### config.mk
export PLATFORM = sky130hd
export DESIGN_NAME = acc_datapath_seq
export DESIGN_NICKNAME = d
export VERILOG_FILES = /design/src/rtl/acc_dp_pkg.sv /design/src/rtl/acc_dp_ram.sv /design/src/rtl/acc_datapath_seq.sv
export SDC_FILE = /design/constraint.sdc
export NUM_CORES = 1
export LEC_CHECK = 0
export ABC_AREA = 1
export ABC_CLOCK_PERIOD_IN_PS = 7540
export CORE_MARGIN = 2
export CORE_UTILIZATION = 60
export CTS_CLUSTER_DIAMETER = 40
export DETAILED_ROUTE_END_ITERATION = 10
export PLACE_DENSITY = 0.81
export SYNTH_ARGS = -nofsm -noshare
export SYNTH_HDL_FRONTEND = slang
export SYNTH_SLANG_ARGS = --single-unit
### constraint.sdc
create_clock -name clk -period 7.54 [get_ports clk]
set_input_delay 2.262 -clock clk [delete_from_list [all_inputs] [get_ports clk]]
set_output_delay 2.262 -clock clk [all_outputs]
set_load 0.02 [all_outputs]
### src/rtl/acc_dp_pkg.sv
// Shared opcodes and FSM state encoding
// for the acc_datapath_seq accumulator core.
package acc_dp_pkg;

    localparam int OPC_W = 3;

    localparam logic [OPC_W-1:0] OP_LOAD  = 3'b000;
    localparam logic [OPC_W-1:0] OP_STORE = 3'b001;
    localparam logic [OPC_W-1:0] OP_ADD   = 3'b010;
    localparam logic [OPC_W-1:0] OP_SUB   = 3'b011;
    localparam logic [OPC_W-1:0] OP_INPUT = 3'b100;
    localparam logic [OPC_W-1:0] OP_JZ    = 3'b101;
    localparam logic [OPC_W-1:0] OP_JPOS  = 3'b110;
    localparam logic [OPC_W-1:0] OP_HALT  = 3'b111;

    typedef enum logic [2:0] {
        ST_IDLE,
        ST_FETCH,
        ST_DECODE,
        ST_EXEC,
        ST_INWAIT,
        ST_HALT
    } state_t;

endpackage

### src/rtl/acc_dp_ram.sv
// Program/data RAM: synchronous write,
// asynchronous read, DATA_W x 2**ADDR_W.
module acc_dp_ram #(
    parameter int DATA_W = 8,
    parameter int ADDR_W = 5
) (
    input  logic              clk,
    input  logic              i_we,
    input  logic [ADDR_W-1:0] i_waddr,
    input  logic [DATA_W-1:0] i_wdata,
    input  logic [ADDR_W-1:0] i_raddr,
    output logic [DATA_W-1:0] o_rdata
);

    logic [DATA_W-1:0] r_mem [2**ADDR_W];

    // single write port shared by program load and STORE
    always_ff @(posedge clk) begin
        if (i_we) begin
            r_mem[i_waddr] <= i_wdata;
        end
    end

    assign o_rdata = r_mem[i_raddr];

endmodule

### src/rtl/acc_datapath_seq.sv
// Self-sequencing accumulator processor: FSM, PC, IR, A, RAM.
// Optional sticky overflow flag: define ACC_DATAPATH_OVF_EN.
module acc_datapath_seq
    import acc_dp_pkg::*;
#(
    parameter int DATA_W = 8,
    parameter int ADDR_W = 5
) (
    input  logic              clk,
    input  logic              clear,
    input  logic              start,
    input  logic [DATA_W-1:0] in_data,
    input  logic              in_valid,
    output logic              in_ready,
    input  logic              prog_we,
    input  logic [ADDR_W-1:0] prog_addr,
    input  logic [DATA_W-1:0] prog_data,
    output logic [DATA_W-1:0] out_data,
    output logic              Aeq0,
    output logic              Apos,
    output logic              busy,
    output logic              halted,
    output logic [ADDR_W-1:0] pc_out,
    output logic              ovf
);

    localparam logic [ADDR_W-1:0] PC_ONE = 1;
    localparam int MSB = DATA_W - 1;

    state_t            r_state;
    logic [ADDR_W-1:0] r_pc;
    logic [DATA_W-1:0] r_ir;
    logic [DATA_W-1:0] r_a;

    logic [OPC_W-1:0]  w_opcode;
    logic [ADDR_W-1:0] w_addr;
    logic [ADDR_W-1:0] w_raddr;
    logic [DATA_W-1:0] w_rdata;
    logic [DATA_W-1:0] w_sum;
    logic [DATA_W-1:0] w_diff;
    logic              w_idle;
    logic              w_prog_we;
    logic              w_store;
    logic              w_we;
    logic [ADDR_W-1:0] w_waddr;
    logic [DATA_W-1:0] w_wdata;

    assign w_opcode = r_ir[DATA_W-1 -: OPC_W];
    assign w_addr   = r_ir[ADDR_W-1:0];
    assign w_idle   = (r_state == ST_IDLE) || (r_state == ST_HALT);
    assign w_sum    = r_a + w_rdata;
    assign w_diff   = r_a - w_rdata;

    // FETCH reads at PC; every other state addresses the operand
    assign w_raddr = (r_state == ST_FETCH) ? r_pc : w_addr;

    // clear blocks both writers so a reset edge never touches RAM
    assign w_prog_we = prog_we && w_idle && !clear;
    assign w_store   = (r_state == ST_EXEC) && (w_opcode == OP_STORE)
                       && !clear;
    assign w_we      = w_prog_we || w_store;
    assign w_waddr   = w_store ? w_addr : prog_addr;
    assign w_wdata   = w_store ? r_a : prog_data;

    acc_dp_ram #(
        .DATA_W (DATA_W),
        .ADDR_W (ADDR_W)
    ) u_ram (
        .clk     (clk),
        .i_we    (w_we),
        .i_waddr (w_waddr),
        .i_wdata (w_wdata),
        .i_raddr (w_raddr),
        .o_rdata (w_rdata)
    );

    // fetch/decode/execute sequencer with PC, IR and accumulator
    always_ff @(posedge clk) begin
        if (clear) begin
            r_state <= ST_IDLE;
            r_pc    <= '0;
            r_a     <= '0;
            r_ir    <= '0;
        end else begin
            unique case (r_state)
                ST_IDLE, ST_HALT: begin
                    if (start) begin
                        r_state <= ST_FETCH;
                        r_pc    <= '0;
                        r_a     <= '0;
                    end
                end
                ST_FETCH: begin
                    r_ir    <= w_rdata;
                    r_pc    <= r_pc + PC_ONE;
                    r_state <= ST_DECODE;
                end
                ST_DECODE: begin
                    if (w_opcode == OP_HALT) begin
                        r_state <= ST_HALT;
                    end else if (w_opcode == OP_INPUT) begin
                        r_state <= ST_INWAIT;
                    end else begin
                        r_state <= ST_EXEC;
                    end
                end
                ST_EXEC: begin
                    r_state <= ST_FETCH;
                    case (w_opcode)
                        OP_LOAD: r_a <= w_rdata;
                        OP_ADD:  r_a <= w_sum;
                        OP_SUB:  r_a <= w_diff;
                        OP_JZ:   if (Aeq0) r_pc <= w_addr;
                        OP_JPOS: if (Apos) r_pc <= w_addr;
                        default: ;
                    endcase
                end
                ST_INWAIT: begin
                    if (in_valid) begin
                        r_a     <= in_data;
                        r_state <= ST_FETCH;
                    end
                end
                default: r_state <= ST_IDLE;
            endcase
        end
    end

`ifdef ACC_DATAPATH_OVF_EN
    logic r_ovf;
    logic w_ovf_add;
    logic w_ovf_sub;

    assign w_ovf_add = (r_a[MSB] == w_rdata[MSB])
                       && (w_sum[MSB] != r_a[MSB]);
    assign w_ovf_sub = (r_a[MSB] != w_rdata[MSB])
                       && (w_diff[MSB] != r_a[MSB]);

    // sticky signed overflow, re-armed by clear or a new run
    always_ff @(posedge clk) begin
        if (clear) begin
            r_ovf <= 1'b0;
        end else if (w_idle && start) begin
            r_ovf <= 1'b0;
        end else if (r_state == ST_EXEC) begin
            if ((w_opcode == OP_ADD && w_ovf_add) ||
                (w_opcode == OP_SUB && w_ovf_sub)) begin
                r_ovf <= 1'b1;
            end
        end
    end

    assign ovf = r_ovf;
`else
    assign ovf = 1'b0;
`endif

    assign out_data = r_a;
    assign Aeq0     = (r_a == '0);
    assign Apos     = (r_a != '0) && !r_a[MSB];
    assign busy     = (r_state == ST_FETCH) || (r_state == ST_DECODE)
                      || (r_state == ST_EXEC) || (r_state == ST_INWAIT);
    assign halted   = (r_state == ST_HALT);
    assign in_ready = (r_state == ST_INWAIT);
    assign pc_out   = r_pc;

endmodule
run_1/congestion_map.png
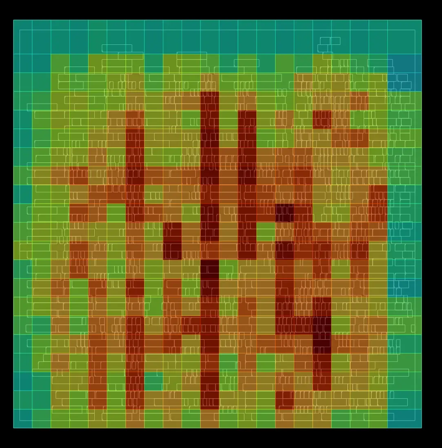
met3 Use GR: 4.52%
met1 GRT Util: 40.4%
Most Used Layer, Global Route: met2
total track usage: 28.6%

run_1/clock_wires.png
(2 px per um)
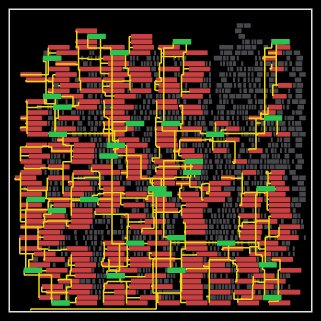
[green] clock-net drivers | count: 31
[red] flip-flops | count: 280
[yellow] clock wires | length: 2920 um
routed clock nets	32
flops lie	all over the die

run_1/closeup.png
Window x 103 to 123, y 28 to 48 um. Cells in gray, sequential cells in the stronger gray; small squares are vias.
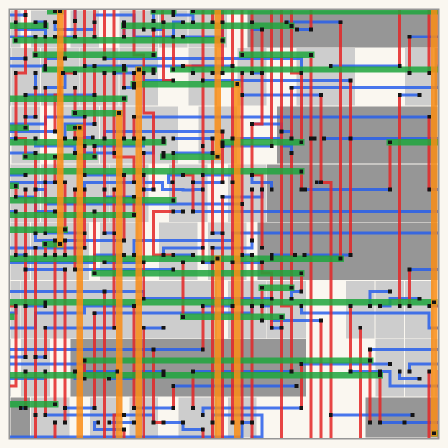
color	layer
blue	M1
green	M3
orange	M4
red	M2
netlist names of flops here include	`u_ram.r_mem` (5)
sequential cells in the window	5
most frequent	nand3_1 (21), nand2_1 (15), edfxtp_1 (5)
cells with their middle in the window	48

run_1/m4.png
(2 px per um) Cells faint in the background.
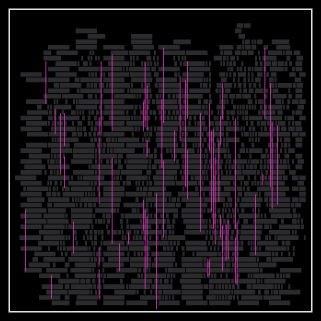
main direction	vertical
nets with wire on the layer	41
longest straight run	59.2 um

==> impl_metrics.yaml, run 1 <==
# yosys + openroad results
final_timing:
  hold_ws_ns: 0.532
  finalCritPeriodShare_pct: 71.9
  max_freq_mhz: 185
  fin_crit_ns: 5.42
  skew_ns: 0.0115
synth:
  ys_ff: 280
  yosysWarningCount: 0
  synth_cell_types: 39
  xor_area_share_pct: 0.544
  synth.avg_cell_area_um2: 10.3
  top_area_share_pct: 59.7
  ys_sh_simple_pct: 23.2
  area_leaders: "edfxtp_1, nand3_1, nand2_1, dfxtp_1, inv_1"
  syn_area_um2: 12900
critical_path:
  end_kind: "flop"
  r2r-start: "r_state[0]$_SDFFE_PP0P_"
  reg2reg_slack_ns: 2.21
  cp-startpoint: "clear"
  r2r_end: "out_data[7]$_SDFFE_PP0P_"
  crit_chain: "clkdlybuf4s50_1 > inv_1 > nand4_1 > o21ai_0 > nand3_1 > nor2_1"
  slowest_stage: "nor2_1"
  critPathArrivalTime_ns: 5.61
route:
  wl_met1_mm: 12.7
  dr.pass1.iters: 6
  wire_per_inst_um: 20.5
min_path:
  min_path_cells: 2
  hold_end: "pc_out[0]$_SDFFE_PP0P_"
  min_from: "r_ir[0]$_SDFFE_PP0N_"
clock_tree:
  cts_resized: 0
  cts.sink_count: 280
  cts_made_buffers: 31
finish:
  top_register: "u_ram.r_mem"
  largest_reg_flops: 256
  diodes: 0
place:
  gp_congestion: 0.954
  port_buffers: 43
run_status:
  status: "complete, no violations"
power_and_ir_drop:
  p_total_mw: 6.84
grt:
  grt_pass1_wl_mm: 49.0
  grt_pass1_vias: 9062
floorplan:
  die_h_um: 151
  coreArea_um2: 21000
  rows: 53
run 1: cell usage in the layout (no fill, tap or decap), types with 7 or more instances in the layout:
cell type | Yosys | layout
nand2_1 | 284 | 283
edfxtp_1 | 256 | 256
nand3_1 | 248 | 248
inv_1 | 120 | 120
nand3b_1 | 51 | 51
nor2_1 | 48 | 48
clkdlybuf4s50_1 | 0 | 43
a21oi_1 | 34 | 34
clkbuf_16 | 0 | 32
o21ai_0 | 38 | 31
dfxtp_1 | 24 | 24
o211ai_1 | 18 | 18
buf_4 | 14 | 17
o21ai_2 | 3 | 9
ha_1 | 9 | 9
clkinv_2 | 0 | 7
run 1: power breakdown:
| part | total (mW) | switching, mW | internal, mW |
|---|---|---|---|
| combinational | 3.55 | 2.46 | 1.09 |
| sequential | 1.86 | 0.0896 | 1.77 |
| clock | 1.43 | 0.608 | 0.827 |
run 1: worst max-delay path: cells and delay by family:
family	cells	cell delay, ns
AND/OR/NAND/NOR	3	1.79
buffers and inverters	2	1.11
AND-OR/OR-AND	1	0.44
run 1: worst max-delay path by stage:
stage / end / slack [ns] / cells after the start
2_1_floorplan: u_ram.r_mem[0][0]$_DFFE_PP_ / 2.80 / 5
3_3_place_gp: u_ram.r_mem[26][5]$_DFFE_PP_ / 1.83 / 6
3_5_place_dp: u_ram.r_mem[30][4]$_DFFE_PP_ / 1.69 / 6
4_1_cts: u_ram.r_mem[27][3]$_DFFE_PP_ / 2.23 / 6
5_1_grt: out_data[7]$_SDFFE_PP0P_ / 1.94 / 25
6_report: u_ram.r_mem[26][6]$_DFFE_PP_ / 2.12 / 6
run 1: cell type report:
cell class              count  area (um2)
clock inverters            22         165
clock buffers              36         826
well taps                 275         344
fillers                  1474        6560
flip-flops and latches    280        8170
multi-input cells         780        3930
repair buffers             60         558
inverters                 126         473
run_1/layers.png
(2 px per um)
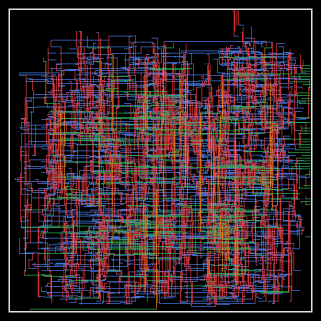

==> inputs of run 2 (changes only) <==
--- a/config.mk
+++ b/config.mk
@@ -6,12 +6,12 @@
 export NUM_CORES = 1
 export LEC_CHECK = 0
 export ABC_AREA = 1
-export ABC_CLOCK_PERIOD_IN_PS = 7540
+export ABC_CLOCK_PERIOD_IN_PS = 4900
 export CORE_MARGIN = 2
-export CORE_UTILIZATION = 60
+export CORE_UTILIZATION = 55
 export CTS_CLUSTER_DIAMETER = 40
 export DETAILED_ROUTE_END_ITERATION = 10
-export PLACE_DENSITY = 0.81
+export PLACE_DENSITY = 0.79
 export SYNTH_ARGS = -nofsm -noshare
 export SYNTH_HDL_FRONTEND = slang
 export SYNTH_SLANG_ARGS = --single-unit
==> constraint.sdc (replaced) <==
create_clock -name clk -period 4.9 [get_ports clk]
set_input_delay 1.47 -clock clk [delete_from_list [all_inputs] [get_ports clk]]
set_output_delay 1.47 -clock clk [all_outputs]
set_load 0.02 [all_outputs]
run_2/layers.png
(2 px per um)
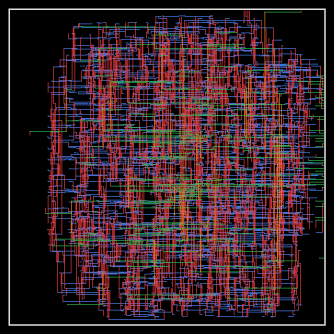
color	layer	wire length
red	M2	15100 um
green	M3	2840 um
orange	M4	1170 um
blue	M1	12900 um

run_2/m4.png
(2 px per um) Cells faint in the background.
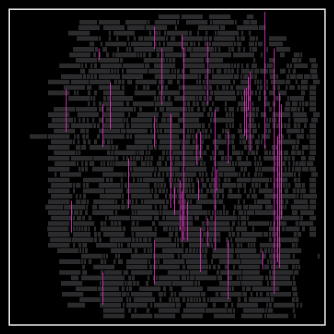
main direction	vertical
nets with wire on the layer	29

==> run 2 against run 1 <==
Sequential share of layout area fell by 1.1 points. Combinational power rose by 57%. Synthesized cell count did not move.
==> impl_metrics.yaml, run 2 <==
# yosys + openroad results
run_status:
  status: "complete, no violations"
finish:
  lay_top_count: "nand2_1"
  flop_area_um2: 8170
  top_register: "u_ram.r_mem"
  largest_reg_flops: 256
  mostFrequentLayoutCells: "nand2_1, edfxtp_1, nand3_1"
critical_path:
  crit_end: "out_data[7]$_SDFFE_PP0P_"
  r2r-start: "r_state[0]$_SDFFE_PP0P_"
final_timing:
  finalCritPeriodShare_pct: 92.8
power_and_ir_drop:
  maxPowerGroup: "combinational logic"
  switchingPower_mw: 4.82
grt:
  grt_pass1_wl_mm: 50.4
  grt_pass1_vias: 9236
floorplan:
  rows: 56
min_path:
  hold_end: "pc_out[4]$_SDFFE_PP0P_"
place:
  port_buffers: 43
synth:
  top_area_share_pct: 59.7
  ys_ff: 280
  xor_area_share_pct: 0.544
clock_tree:
  cts_resized: 0
run_2/clock_wires.png
(2 px per um)
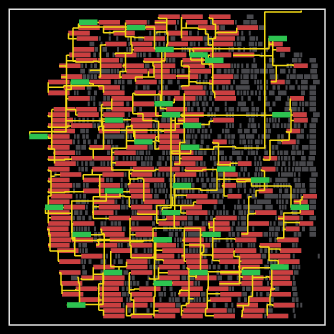
[red] flip-flops | count: 280
[yellow] clock wires | length: 3010 um
[green] clock-net drivers | count: 31
flops lie	all over the die
clock network fraction of total power: 20.9%
Latency at later pin: 0.57 ns
clk pwr: 2.22 mW
clk_skew: 0.0208 ns

[run 2: cell count changes in the layout (fill, tap and decap cells not counted), sizes merged]
cell | before | now
clkinv | 12 | 11
buf | 17 | 38
clkbuf | 36 | 34
bufinv | 1 | 2
[run 2: per-layer routing]
layer | GRT usage (%) | routed length (um) | vias to the layer above
met4 | 9.31 | 1170 | 0
met3 | 5.04 | 2840 | 82
met1 | 35.4 | 12900 | 4528
met5 | 0 | 0 | -
li1 | - | - | 4443
met2 | 43.6 | 15100 | 493
[run 2: per-stage QoR]
stage / setup slack, ns / power [mW] / util (%)
2_1_floorplan: 0.953 / 6.81 / -
3_3_place_gp: 0.476 / 8.29 / 59.1
3_5_place_dp: 0.459 / 8.39 / 59.1
4_1_cts: 0.457 / 10.6 / 63.3
5_1_grt: 0.0135 / 11.4 / 63.3
6_report: 0.353 / 10.7 / 63.3
[run 2: final cells by class]
cell class                 instances  area share [%]
sequential                       280            55.4
multi-input combinational        780            26.6
timing repair buffer              81            5.37
clock buffer                      34            5.34
inverter                         126            3.21
tap                              319            2.71
clock inverter                    22            1.31
[run 2: worst max-delay path, cell delays in order (launching register included)]
cell	delay (ns)
dfxtp_1	0.51
nand3_4	0.26
inv_2	0.29
nand2_1	0.11
nand2_2	0.11
buf_4	0.30
buf_4	0.26
nand3_1	0.10
nand3_1	0.11
nand3_1	0.16
nand3_1	0.14
nand2_1	0.18
o31ai_1	0.33
xor2_1	0.18
ha_1	0.29
a21o_1	0.17
a31oi_1	0.14
nand2_1	0.08
xor2_1	0.15
nand3b_1	0.16
nand2_1	0.08
inv_1	0.04
nand3_1	0.07
nand3_1	0.08
nand2_1	0.06
a21oi_1	0.05
Power is estimated from default activity; no workload was simulated.
